**Run 1: M4 wires**

(3 px per micron)
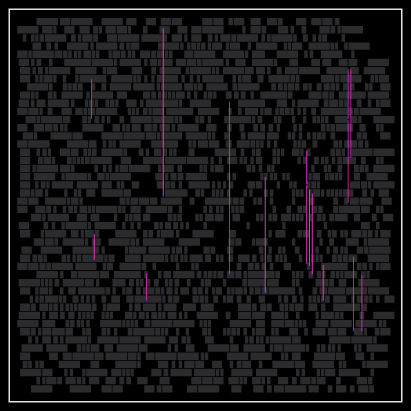
**Run 1: clock wires, drivers and flops**

(2 px per micron)
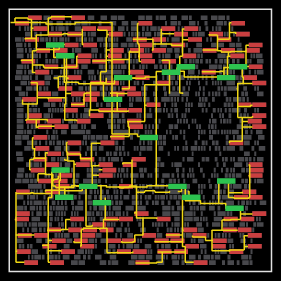
**Run 1: routing congestion map**

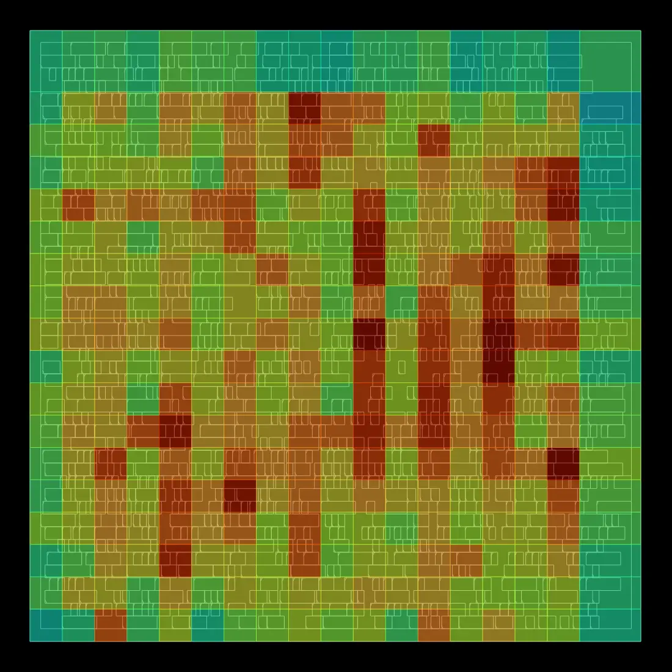
--- src/rtl/booth_multiplier_pkg.sv ---
`default_nettype none
// ============================================================================
// Module      : booth_multiplier_pkg
// Description : Shared definitions for the execute-stage Booth multiplier:
//               datapath width, FSM state encodings and Booth operation codes.
// Revision    : 1.0 - initial release
// ============================================================================
package booth_multiplier_pkg;

    // Datapath width; matches the shared hybridAdder.
    localparam int c_XLEN = 32;

    // Multiplier FSM states.
    typedef enum logic [1:0] {
        ST_IDLE = 2'd0,
        ST_RUN  = 2'd1,
        ST_DONE = 2'd2
    } state_e;

    // Constant views of the state encoding for the registered state.
    localparam logic [1:0] c_ST_IDLE = 2'd0;
    localparam logic [1:0] c_ST_RUN  = 2'd1;
    localparam logic [1:0] c_ST_DONE = 2'd2;

    // Operation selected by the Booth pair {Q[0], q_m1}.
    typedef enum logic [1:0] {
        BOOTH_NOP = 2'd0,
        BOOTH_ADD = 2'd1,
        BOOTH_SUB = 2'd2
    } booth_op_e;

    // Decode a Booth pair {Q[0], q_m1} into the operation to perform.
    function automatic booth_op_e booth_decode(input logic [1:0] pair);
        booth_op_e op;
        case (pair)
            2'b01:   op = BOOTH_ADD;
            2'b10:   op = BOOTH_SUB;
            default: op = BOOTH_NOP;
        endcase
        return op;
    endfunction

endpackage
`default_nettype wire

--- src/rtl/hybridAdder.sv ---
`default_nettype none
// ============================================================================
// Module      : hybridAdder
// Description : 32-bit two-operand adder with carry-in, shared between the
//               ALU and the Booth multiplier.
//   a     in  32  first operand
//   b     in  32  second operand
//   c_in  in  1   carry in
//   S     out 32  sum
//   c_out out 1   carry out
// Revision    : 1.0 - initial release
// ============================================================================
module hybridAdder (
    input  logic [31:0] a,
    input  logic [31:0] b,
    input  logic        c_in,
    output logic [31:0] S,
    output logic        c_out
);

    logic [32:0] w_full;

    assign w_full = {1'b0, a} + {1'b0, b} + {32'd0, c_in};
    assign S      = w_full[31:0];
    assign c_out  = w_full[32];

endmodule
`default_nettype wire

--- src/rtl/booth_multiplier.sv ---
`default_nettype none
// ============================================================================
// Module      : booth_multiplier
// Description : Multi-cycle signed 32x32 radix-2 Booth multiplier. One Booth
//               step per cycle through the shared hybridAdder; 64-bit product
//               registered and held until the next completion.
//   clk          in  1   rising-edge clock
//   rst          in  1   synchronous active-high reset
//   start        in  1   request, sampled only when not busy
//   multiplicand in  32  signed operand M
//   multiplier   in  32  signed operand Q
//   busy         out 1   high while iterating
//   done         out 1   one-cycle pulse when product is updated
//   product      out 64  signed M x Q
// Revision    : 1.0 - initial release
// ============================================================================
module booth_multiplier
    import booth_multiplier_pkg::*;
(
    input  logic        clk,
    input  logic        rst,
    input  logic        start,
    input  logic [31:0] multiplicand,
    input  logic [31:0] multiplier,
    output logic        busy,
    output logic        done,
    output logic [63:0] product
);

    logic [1:0]        r_state;
    logic [c_XLEN-1:0] r_a;
    logic [c_XLEN-1:0] r_q;
    logic              r_q_m1;
    logic [c_XLEN-1:0] r_m;
    logic [5:0]        r_cnt;
    logic [63:0]       r_product;

    booth_op_e         w_op;
    logic [c_XLEN-1:0] w_adder_b;
    logic              w_adder_cin;
    logic [c_XLEN-1:0] w_adder_s;
    logic              w_adder_cout_unused;
    logic [c_XLEN-1:0] w_sum;
    logic              w_ovf;
    logic              w_sign;
    logic              w_accept;

    // ------------------------------------------------------------------
    // Booth step datapath
    // ------------------------------------------------------------------
    always_comb begin
        w_op        = booth_decode({r_q[0], r_q_m1});
        w_adder_b   = r_m;
        w_adder_cin = 1'b0;
        if (w_op == BOOTH_SUB) begin
            w_adder_b   = ~r_m;
            w_adder_cin = 1'b1;
        end
    end

    hybridAdder u_adder (
        .a     (r_a),
        .b     (w_adder_b),
        .c_in  (w_adder_cin),
        .S     (w_adder_s),
        .c_out (w_adder_cout_unused)
    );

    // The true sum is 33 bits wide; when the 32-bit add overflows, S[31]
    // is the wrong sign, so flipping it recovers bit 32 for the shift-in.
    // Without this, M = -2^31 produces a corrupted high word.
    always_comb begin
        w_sum  = r_a;
        w_ovf  = 1'b0;
        w_sign = r_a[c_XLEN-1];
        if (w_op != BOOTH_NOP) begin
            w_sum  = w_adder_s;
            w_ovf  = (r_a[c_XLEN-1] == w_adder_b[c_XLEN-1]) &&
                     (w_adder_s[c_XLEN-1] != r_a[c_XLEN-1]);
            w_sign = w_adder_s[c_XLEN-1] ^ w_ovf;
        end
    end

    assign w_accept = start && (r_state != c_ST_RUN);

    // ------------------------------------------------------------------
    // FSM, shift registers and product register
    // ------------------------------------------------------------------
    always_ff @(posedge clk) begin
        if (rst) begin
            r_state   <= c_ST_IDLE;
            r_a       <= '0;
            r_q       <= '0;
            r_q_m1    <= 1'b0;
            r_m       <= '0;
            r_cnt     <= '0;
            r_product <= '0;
        end else begin
            case (r_state)
                c_ST_RUN: begin
                    // {A, Q, q_m1} <- {sign, sum, Q} (arithmetic right shift)
                    r_a    <= {w_sign, w_sum[c_XLEN-1:1]};
                    r_q    <= {w_sum[0], r_q[c_XLEN-1:1]};
                    r_q_m1 <= r_q[0];
                    r_cnt  <= r_cnt + 6'd1;
                    if (r_cnt == 6'd31) begin
                        r_product <= {w_sign, w_sum, r_q[c_XLEN-1:1]};
                        r_state   <= c_ST_DONE;
                    end
                end
                default: begin
                    // IDLE and DONE both accept a new request.
                    if (w_accept) begin
                        r_a     <= '0;
                        r_q     <= multiplier;
                        r_q_m1  <= 1'b0;
                        r_m     <= multiplicand;
                        r_cnt   <= '0;
                        r_state <= c_ST_RUN;
                    end else begin
                        r_state <= c_ST_IDLE;
                    end
                end
            endcase
        end
    end

    assign busy    = (r_state == c_ST_RUN);
    assign done    = (r_state == c_ST_DONE);
    assign product = r_product;

endmodule
`default_nettype wire

--- config.mk ---
export PLATFORM = sky130hd
export DESIGN_NAME = booth_multiplier
export DESIGN_NICKNAME = d
export VERILOG_FILES = /design/src/rtl/booth_multiplier_pkg.sv /design/src/rtl/hybridAdder.sv /design/src/rtl/booth_multiplier.sv
export SDC_FILE = /design/constraint.sdc
export NUM_CORES = 1
export LEC_CHECK = 0
export ABC_AREA = 1
export CAP_MARGIN = 20
export CORE_MARGIN = 2
export CORE_UTILIZATION = 55
export CTS_CLUSTER_SIZE = 10
export DETAILED_ROUTE_END_ITERATION = 12
export HOLD_SLACK_MARGIN = 0.02
export PLACE_DENSITY_LB_ADDON = 0.15
export SETUP_SLACK_MARGIN = 0.3
export SLEW_MARGIN = 10
export SYNTH_ARGS = -nofsm -noshare
export SYNTH_HDL_FRONTEND = slang
export SYNTH_SLANG_ARGS = --single-unit
export TNS_END_PERCENT = 5
--- constraint.sdc ---
create_clock -name clk -period 3.55 [get_ports clk]
set_input_delay 0.71 -clock clk [delete_from_list [all_inputs] [get_ports clk]]
set_output_delay 0.71 -clock clk [all_outputs]
set_load 0.01 [all_outputs]
==> flow_metrics.env, run 1 <==
# yosys + openroad results
export IMPL_cellPowerDensity_nw_per_um2=422.1
export IMPL_cp_max_fo=31
export IMPL_syn_nets=1347
export IMPL_cts_tree="built"
export IMPL_layout_min_cycle_time_ns=2.921
export IMPL_yosys_area_sq_um=8782
export IMPL_top_cells_by_area="dfxtp_1, nand2_1, nor2_1"
export IMPL_critPathArrivalTime_ns=3.29
export IMPL_ys_seq_share_pct=38.52
export IMPL_top_cells_by_count="nand2_1, dfxtp_1, nor2_1"
export IMPL_fp_util_pct=55.69
export IMPL_chipArea_sq_um=16990
export IMPL_cts_buffers=17
export IMPL_path_clk_slew_ns=0.07
export IMPL_async_reset_ff_share_pct=0
export IMPL_core_area_sq_um=15770
export IMPL_outcome="finished, final reports clean"
export IMPL_cts_hold_fix_buffers=0
export IMPL_grt_antenna_before_repair=0
export IMPL_crit_chain="ha_2, buf_12, xor2_1, ha_1, a21oi_1, o21ai_0, a21oi_1, nor2_1, nor2_1, nand3_1, nand3_1, nand3_1, a21oi_1"
export IMPL_post_route_drc_count=0
export IMPL_cp_top_family="AND-OR/OR-AND gates"
-- 'M4 wires' (at the start) --
The wires run mostly vertical. The layer holds 1.7% of the routed length. The layer carries 396 microns of wire. The longest straight run is 57.1 microns.

-- 'clock wires, drivers and flops' (at the start) --
flip-flops: marked red, count 169. clock wires: marked yellow, length 2060 microns. clock drivers: marked green, count 17.
There are 18 routed clock nets.

-- 'routing congestion map' (at the start) --
drt wl/cell: 15.05 microns
aggregate global-route resource usage: 28.16%

[run 1: layout by cell type (no fill, tap or decap), drive strengths merged, types with 13 or more instances in the layout]
cell           synthesis  layout
inv                  114     121
xor2                  32      32
a22o                  13      13
or2                   20      20
clkbuf                27      17
nor2                 132     132
clkdlybuf4s50          0     132
nand2                354     354
dfxtp                169     169
nand3                 69      69
buf                   29      14
o21ai                110     110
a21oi                 75      75
ha                    35      35
[run 1: power breakdown]
group	switching [W]	total, W	internal, W
Combinational	0.000403	0.000663	0.000260
Sequential	0.0000382	0.00199	0.00196
Clock	0.000912	0.00193	0.00102
Total	0.00135	0.00459	0.00324
[run 1: path summary, 6_finish.rpt]
kind | startpoint | endpoint | cells past startpoint
worst max register to register | r_q[0] | r_a[25] | 13
worst min-delay path | product[50] | product[50] | 2
worst max-delay path | r_q[0] | r_a[25] | 13
worst min register to register | product[50] | product[50] | 2
[run 1: stage by stage]
| step | power [W] | setup WS (ns) | hold WS, ns |
|---|---|---|---|
| 5_1_grt | 0.004765 | 0.3902 | 0.4590 |
| 2_1_floorplan | 0.002483 | 1.097 | 0.4364 |
| 4_1_cts | 0.004605 | 0.6723 | 0.4526 |
| 3_3_place_gp | 0.002679 | 0.6537 | 0.4368 |
| 6_report | 0.004591 | 0.6294 | 0.4489 |
| 3_5_place_dp | 0.002691 | 0.5756 | 0.4394 |
[run 1: area by class of cell]
type / count / area [sq um] / area share, %
clock buffer: 17 / 425.4 / 3.911
sequential: 169 / 3383 / 31.11
clock inverter: 15 / 197.7 / 1.818
tap: 216 / 270.3 / 2.485
inverter: 115 / 431.7 / 3.969
multi-input combinational: 904 / 4717 / 43.37
timing repair buffer: 146 / 1451 / 13.34
[run 1: kinds of logic after synthesis]
family	synth area share, %
buffers and inverters	7.822
adder cells (fa/ha/maj)	5.214
AND-OR/OR-AND	16.13
flip-flops	38.52
AND/OR/NAND/NOR	28.52
XOR/XNOR	3.790
[run 1: tightest hold or removal path: stages, from the launching register on]
cell and delay [ns]:
dfxtp_1 0.31, nand2_1 0.06, nand2_1 0.04
[run 1: per-layer routing]
| metal | GRT usage [%] | routed length [microns] | up-vias |
|---|---|---|---|
| li1 | - | - | 4252 |
| met4 | 8.323 | 396 | 0 |
| met1 | 36.84 | 10980 | 3910 |
| met5 | 0 | 0 | - |
| met2 | 46.72 | 11140 | 213 |
| met3 | 6.396 | 1294 | 34 |
[run 1: flip-flops by register name, indices dropped and copies added, names as in the netlist]
name     flops
product     64
r_a         32
r_cnt        6
r_m         32
r_q         32
r_q_m1       1
r_state      2
==> inputs of run 2 (changes only) <==
==> constraint.sdc (replaced) <==
create_clock -name clk -period 2.9 [get_ports clk]
set_input_delay 0.58 -clock clk [delete_from_list [all_inputs] [get_ports clk]]
set_output_delay 0.58 -clock clk [all_outputs]
set_load 0.01 [all_outputs]
**Run 2: zoomed window**

Window x 88 to 108, y 23 to 43 microns. Cells in grey, sequential cells in the stronger grey; small squares are vias.
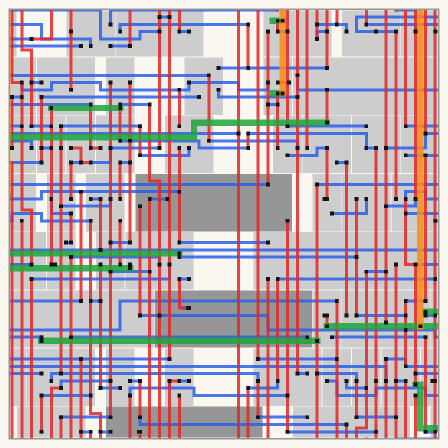
metal 4: marked orange. metal 2: marked red. metal 3: marked green. metal 1: marked blue.
Most frequent: nand2_1 (11), nand2_2 (4), inv_1 (4). Sequential cells in the window: 3. 45 logic cells have their middle in the window.

==> run 2 against run 1 <==
Compared with the run above:
- critical endpoint is now r_a[23]
- highest routed layer unchanged
- clock skew shrank 0.0051 ns
- sequential power is 23% higher
- largest cell class unchanged
- maximum frequency is 10% higher
==> flow_metrics.env, run 2 <==
# yosys + openroad results
export IMPL_diodes=0
export IMPL_wl_per_cell_microns=16.08
export IMPL_ys_seq_share_pct=38.52
export IMPL_layout_min_cycle_time_ns=2.653
export IMPL_worstHoldStart="product[50]"
export IMPL_top_cells_by_count="nand2_1, dfxtp_1, nor2_1"
export IMPL_path_clk_slew_ns=0.07
export IMPL_fp_util_pct=55.69
export IMPL_largest_reg_flops=64
export IMPL_syn_nets=1347
export IMPL_cts_buffers=17
export IMPL_grt_antenna_before_repair=0
export IMPL_final_layout_top_logic_cell="nand2_1"
export IMPL_r2r_end="r_a[23]"
export IMPL_yosys_area_sq_um=8782
export IMPL_cellPowerDensity_nw_per_um2=490.7
export IMPL_r2r_start="r_q_m1"
export IMPL_grtUsageTotal_pct=29.78
export IMPL_chipArea_sq_um=16990
export IMPL_critPathArrivalTime_ns=3.02
export IMPL_post_route_drc_count=0
export IMPL_core_area_sq_um=15770
export IMPL_top_cells_by_area="dfxtp_1, nand2_1, nor2_1"
export IMPL_cts_tree="built"
export IMPL_outcome="finished, final reports clean"
export IMPL_whs_endpoint="product[50]"
**Run 2: routing congestion map**

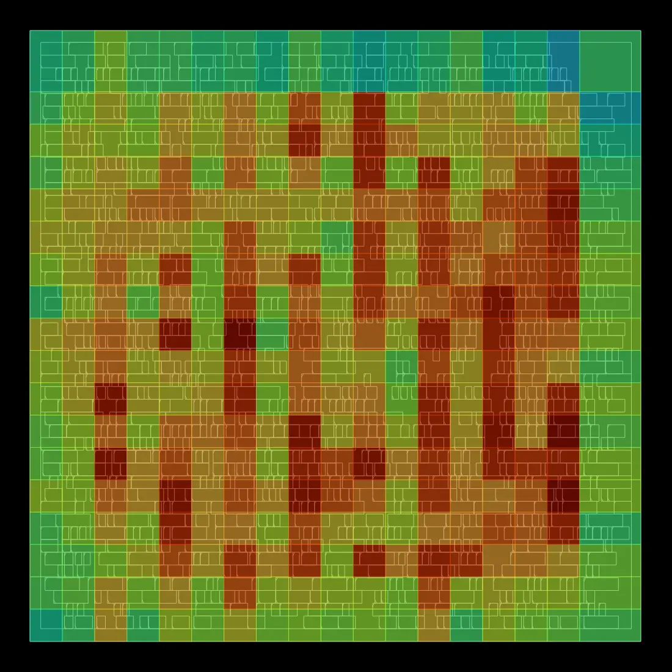
Post-Route Utilization: 73.71%
met3 Usage GRT: 6.068%
met1 usage: 37.05%

## run 2: cell counts after synthesis
Identical to the previous run, type by type.
## run 2: cell families (layout without fill, tap and decap cells)
logic type	count (synthesis)	count (layout)	synth area share, %
xor+xnor	38	38	3.790
fa+ha+maj	36	36	5.214
flops	169	169	38.52
buf+inv	171	322	7.822
simple gates	588	588	28.52
compound gates	242	242	16.13
## run 2: critical path, cell delays in order (launching register included)
cell     delay (ns)
dfxtp_2        0.32
inv_2          0.07
ha_4           0.25
buf_12         0.19
nand2_4        0.07
nand2_4        0.07
inv_2          0.04
fa_2           0.41
o21ai_4        0.24
nand2_4        0.09
nand2_4        0.10
nand4_1        0.19
nand3_1        0.15
nand2_1        0.07
nand3_2        0.08
nand3_2        0.09
a21oi_2        0.15
## run 2: power by group
group	internal, W	switching, W	total (W)	leakage [nW]
clock	0.00125	0.00106	0.00230	0.285
sequential	0.00240	0.0000576	0.00245	1.38
combinational	0.000389	0.000556	0.000945	3.31
total	0.00403	0.00167	0.00570	4.97
## run 2: cell type report
cell class	count	area (sq um)	share of cell area [%]
clock buffers	18	439.2	3.778
well taps	216	270.3	2.325
inverters	115	431.7	3.713
flip-flops and latches	169	3386	29.12
repair buffers	175	1737	14.94
multi-input cells	904	5205	44.77
clock inverters	14	156.4	1.345
## run 2: per-layer routing
metal / share of wire (%) / vias to the layer above / track usage (%)
li1: - / 4299 / -
met1: 43 / 4080 / 37.05
met2: 49 / 293 / 51.77
met3: 5.4 / 55 / 6.068
met4: 2.4 / 0 / 9.762
met5: 0 / - / 0
## run 2: worst max path at each step
stage | from | end | depth (start not counted)
2_1_floorplan | r_q_m1 | product[42] | 16
3_3_place_gp | r_q[0] | r_a[25] | 14
3_5_place_dp | r_q[0] | r_a[25] | 14
4_1_cts | r_q_m1 | r_a[25] | 15
5_1_grt | r_q_m1 | r_a[23] | 15
6_report | r_q_m1 | r_a[23] | 16
## run 2: timing repair
action,in CTS,in global routing
buffers inserted,6,9
endpoints found under the setup margin,31,53
resized,41,80
gates cloned,1,2
pin swaps,16,37
## run 2: per-stage QoR
step / hold WS [ns] / setup slack, ns / std cells / cell area [sq um] / util (%)
after detailed placement: 0.4439 / 0.1260 / 1561 / 10340 / 65.54
after global placement: 0.4367 / 0.1258 / 1561 / 10340 / 65.54
after global routing: 0.4742 / 0.1189 / 1611 / 11620 / 73.71
after CTS: 0.4549 / 0.2700 / 1600 / 11160 / 70.75
final: 0.4506 / 0.2474 / 1611 / 11620 / 73.71
after floorplan: 0.4364 / 0.4472 / 1244 / 8782 / -
==> inputs of run 3 (changes only) <==
--- a/config.mk
+++ b/config.mk
@@ -14,7 +14,6 @@
 export HOLD_SLACK_MARGIN = 0.02
 export PLACE_DENSITY_LB_ADDON = 0.15
 export SETUP_SLACK_MARGIN = 0.3
-export SLEW_MARGIN = 10
 export SYNTH_ARGS = -nofsm -noshare
 export SYNTH_HDL_FRONTEND = slang
 export SYNTH_SLANG_ARGS = --single-unit
==> constraint.sdc (replaced) <==
create_clock -name clk -period 3.28 [get_ports clk]
set_input_delay 0.656 -clock clk [delete_from_list [all_inputs] [get_ports clk]]
set_output_delay 0.656 -clock clk [all_outputs]
set_load 0.01 [all_outputs]
**Run 3: M4 wires**

(3 px per micron)
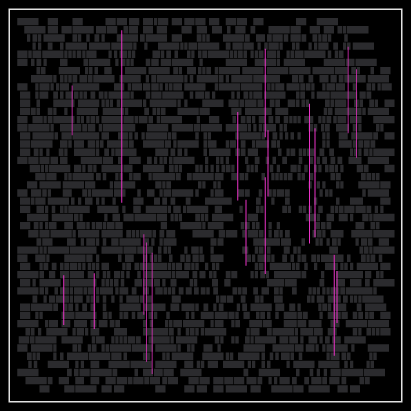
The layer holds 2.2% of the routed length. The longest straight run is 57.1 microns. 15 nets have wire on it. The layer carries 539 microns of wire.

==> run 3 against run 2 <==
Compared with the run above:
- sequential cell count did not move
- clock skew rose by 0.0034 ns
- cell area fell by 6.6%
- total power fell by 14%
- synthesized cell count did not move
- worst setup slack improved by 0.26 ns
- cell count fell by 1.9%
- non-clock buffer count fell by 30
- critical path depth fell by 2
- via count fell by 4.2%
- maximum frequency fell by 4.3%
- sequential power fell by 12%
==> flow_metrics.env, run 3 <==
# yosys + openroad results
export IMPL_ff2ff_path_depth=14
export IMPL_whs_endpoint="product[56]"
export IMPL_switching_share_pct=28.78
export IMPL_top_cells_by_count="nand2_1, dfxtp_1, nor2_1"
export IMPL_finClkSkew_ns=0.01346
export IMPL_worstHoldStart="product[56]"
export IMPL_cellPowerDensity_nw_per_um2=452.7
export IMPL_grtUsageTotal_pct=29.27
export IMPL_cts_tree="built"
export IMPL_wl_per_cell_microns=15.30
export IMPL_outcome="finished, final reports clean"
export IMPL_top_cells_by_area="dfxtp_1, nand2_1, nor2_1"
export IMPL_seq_power_share_pct=44.0
export IMPL_async_reset_ff_share_pct=0
export IMPL_grt_antenna_before_repair=1
export IMPL_preCtsSetupSlack_ns=0.4346
export IMPL_post_route_drc_count=0
export IMPL_fp_dieH_microns=130.4
export IMPL_layout_min_cycle_time_ns=2.772
export IMPL_chipArea_sq_um=16990
export IMPL_core_area_sq_um=15770
export IMPL_cts_buffers=17
export IMPL_path_clk_slew_ns=0.07
export IMPL_finalWorstSetupSlack_ns=0.5083
export IMPL_final_cell_mix="nand2_1, dfxtp_1, clkdlybuf4s50_1"
export IMPL_final_layout_top_logic_cell="nand2_1"
export IMPL_syn_nets=1347
export IMPL_p_clk_share_pct=41.4
export IMPL_cts_setup_buffers=0
export IMPL_cp_max_fo=21
export IMPL_r2r_end="r_a[25]"
export IMPL_fp_util_pct=55.69
export IMPL_netlist_instances=1244
export IMPL_critPathArrivalTime_ns=3.06
export IMPL_place_hpwl_mm=16.74
export IMPL_cts_sinks=169
export IMPL_yosys_area_sq_um=8782
export IMPL_r2r_start="r_q[0]"
export IMPL_switching_power_w=0.001415
export IMPL_diodes=0
export IMPL_io_pins=133
export IMPL_holdPathStages=2
export IMPL_cell_internal_pwr_w=0.003501
**Run 3: zoomed window**

Window x 88 to 108, y 23 to 43 microns. Cells in grey, sequential cells in the stronger grey; small squares are vias.
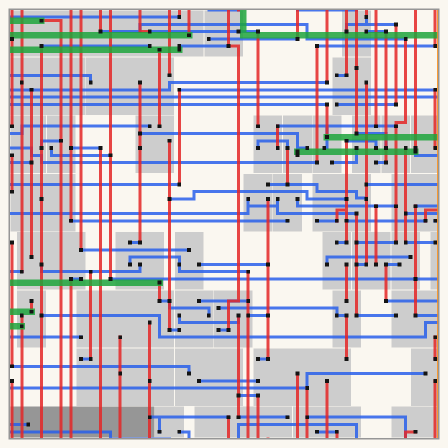
metal 1: marked blue. metal 3: marked green. metal 4: marked orange. metal 2: marked red.
37 logic cells have their middle in the window. Sequential cells in the window: 1. Netlist names of flops here include r_a (1). Most frequent: nand2_1 (11), a21oi_1 (6), ha_1 (4).

-- run 3: cell count changes in the layout (fill, tap and decap cells not counted), moves of 7 or more --
| cell | delta |
|---|---|
| nor2_1 | +10 |
| nand2_4 | -8 |
| a21oi_2 | -21 |
| nand2_2 | -11 |
| ha_4 | -7 |
| xor2_2 | -12 |
| nand2_1 | +19 |
| a21oi_1 | +23 |
| xor2_1 | +12 |
| nor2_2 | -7 |
| buf_4 | -27 |
| ha_1 | +12 |
-- run 3: what timing repair did --
item,4_1_cts,5_1_grt
hold buffers,0,0
setup endpoints to repair,0,6
resized,0,5
hold endpoints to repair,0,0
-- run 3: worst max-delay path, cell delays in order (launching register included) --
cell and delay, ns:
dfxtp_1 0.37, ha_2 0.22, buf_12 0.20, xor2_1 0.23, ha_1 0.30, a21oi_1 0.25, o21ai_1 0.16, a21oi_2 0.20
nor2_1 0.07, nor2_1 0.20, nand2_1 0.08, nand2_1 0.06, nand3_1 0.10, nand3_1 0.12, a21oi_1 0.06
-- run 3: metrics by stage --
| stage | instance area, sq um | instances | util (%) | power (W) | hold WS [ns] |
|---|---|---|---|---|---|
| after global placement | 10260 | 1549 | 65.05 | 0.002904 | 0.4365 |
| after CTS | 10850 | 1581 | 68.81 | 0.004931 | 0.4518 |
| after floorplan | 8782 | 1244 | - | 0.002688 | 0.4364 |
| final | 10860 | 1581 | 68.86 | 0.004916 | 0.4494 |
| after global routing | 10860 | 1581 | 68.86 | 0.005123 | 0.4683 |
| after detailed placement | 10260 | 1549 | 65.05 | 0.002917 | 0.4381 |
-- run 3: area by class of cell --
cell class	instances	area, sq um
Fill cell	1382	4911
Multi-Input combinational cell	904	4725
Sequential cell	169	3383
Timing Repair Buffer	145	1456
Clock buffer	18	439.2
Inverter	115	431.7
Tap cell	216	270.3
Clock inverter	14	153.9
-- run 3: logic make-up after synthesis --
group	share of synthesized area, %
fa+ha+maj	5.214
buf+inv	7.822
xor+xnor	3.790
compound gates	16.13
simple gates	28.52
flops	38.52
-- run 3: worst max path at each step --
stage,depth (start not counted),from,endpoint
after detailed placement,14,r_q[0],r_a[25]
after global routing,19,r_q_m1,product[58]
after CTS,14,r_q[0],r_a[25]
final,14,r_q[0],r_a[25]
after global placement,14,r_q[0],r_a[25]
after floorplan,16,r_q_m1,product[42]
-- run 3: power by group through the flow --
stage	sequential [W]	combinational (W)	clock, W
2_1_floorplan	0.00220	0.000492	0
3_3_place_gp	0.00221	0.000695	0
3_5_place_dp	0.00221	0.000707	0
4_1_cts	0.00216	0.000716	0.00205
5_1_grt	0.00217	0.000802	0.00215
6_report	0.00216	0.000717	0.00203
-- run 3: metal layers --
metal	up-vias	GRT usage, %	share of wire [%]
met5	-	0	0
met3	39	6.273	5.3
li1	4245	-	-
met1	3870	37.93	46
met2	206	48.81	47
met4	0	9.637	2.2

==> layout pictures side by side <==
Wiring by layer.
(3 px per micron)
panel A
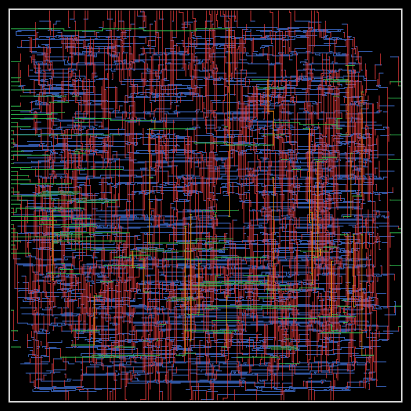
panel B
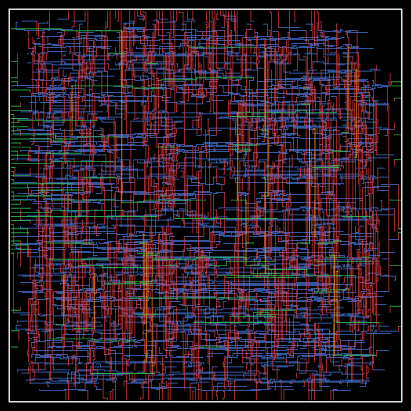
Run 3 is panel B.
Run 2 is panel A.

Key to panel B:
metal 1: marked blue, wire length 11100 microns. metal 4: marked orange, wire length 539 microns. metal 2: marked red, wire length 11300 microns. metal 3: marked green, wire length 1290 microns.

Power figures rest on the tool's default switching activity, not on a simulated workload.
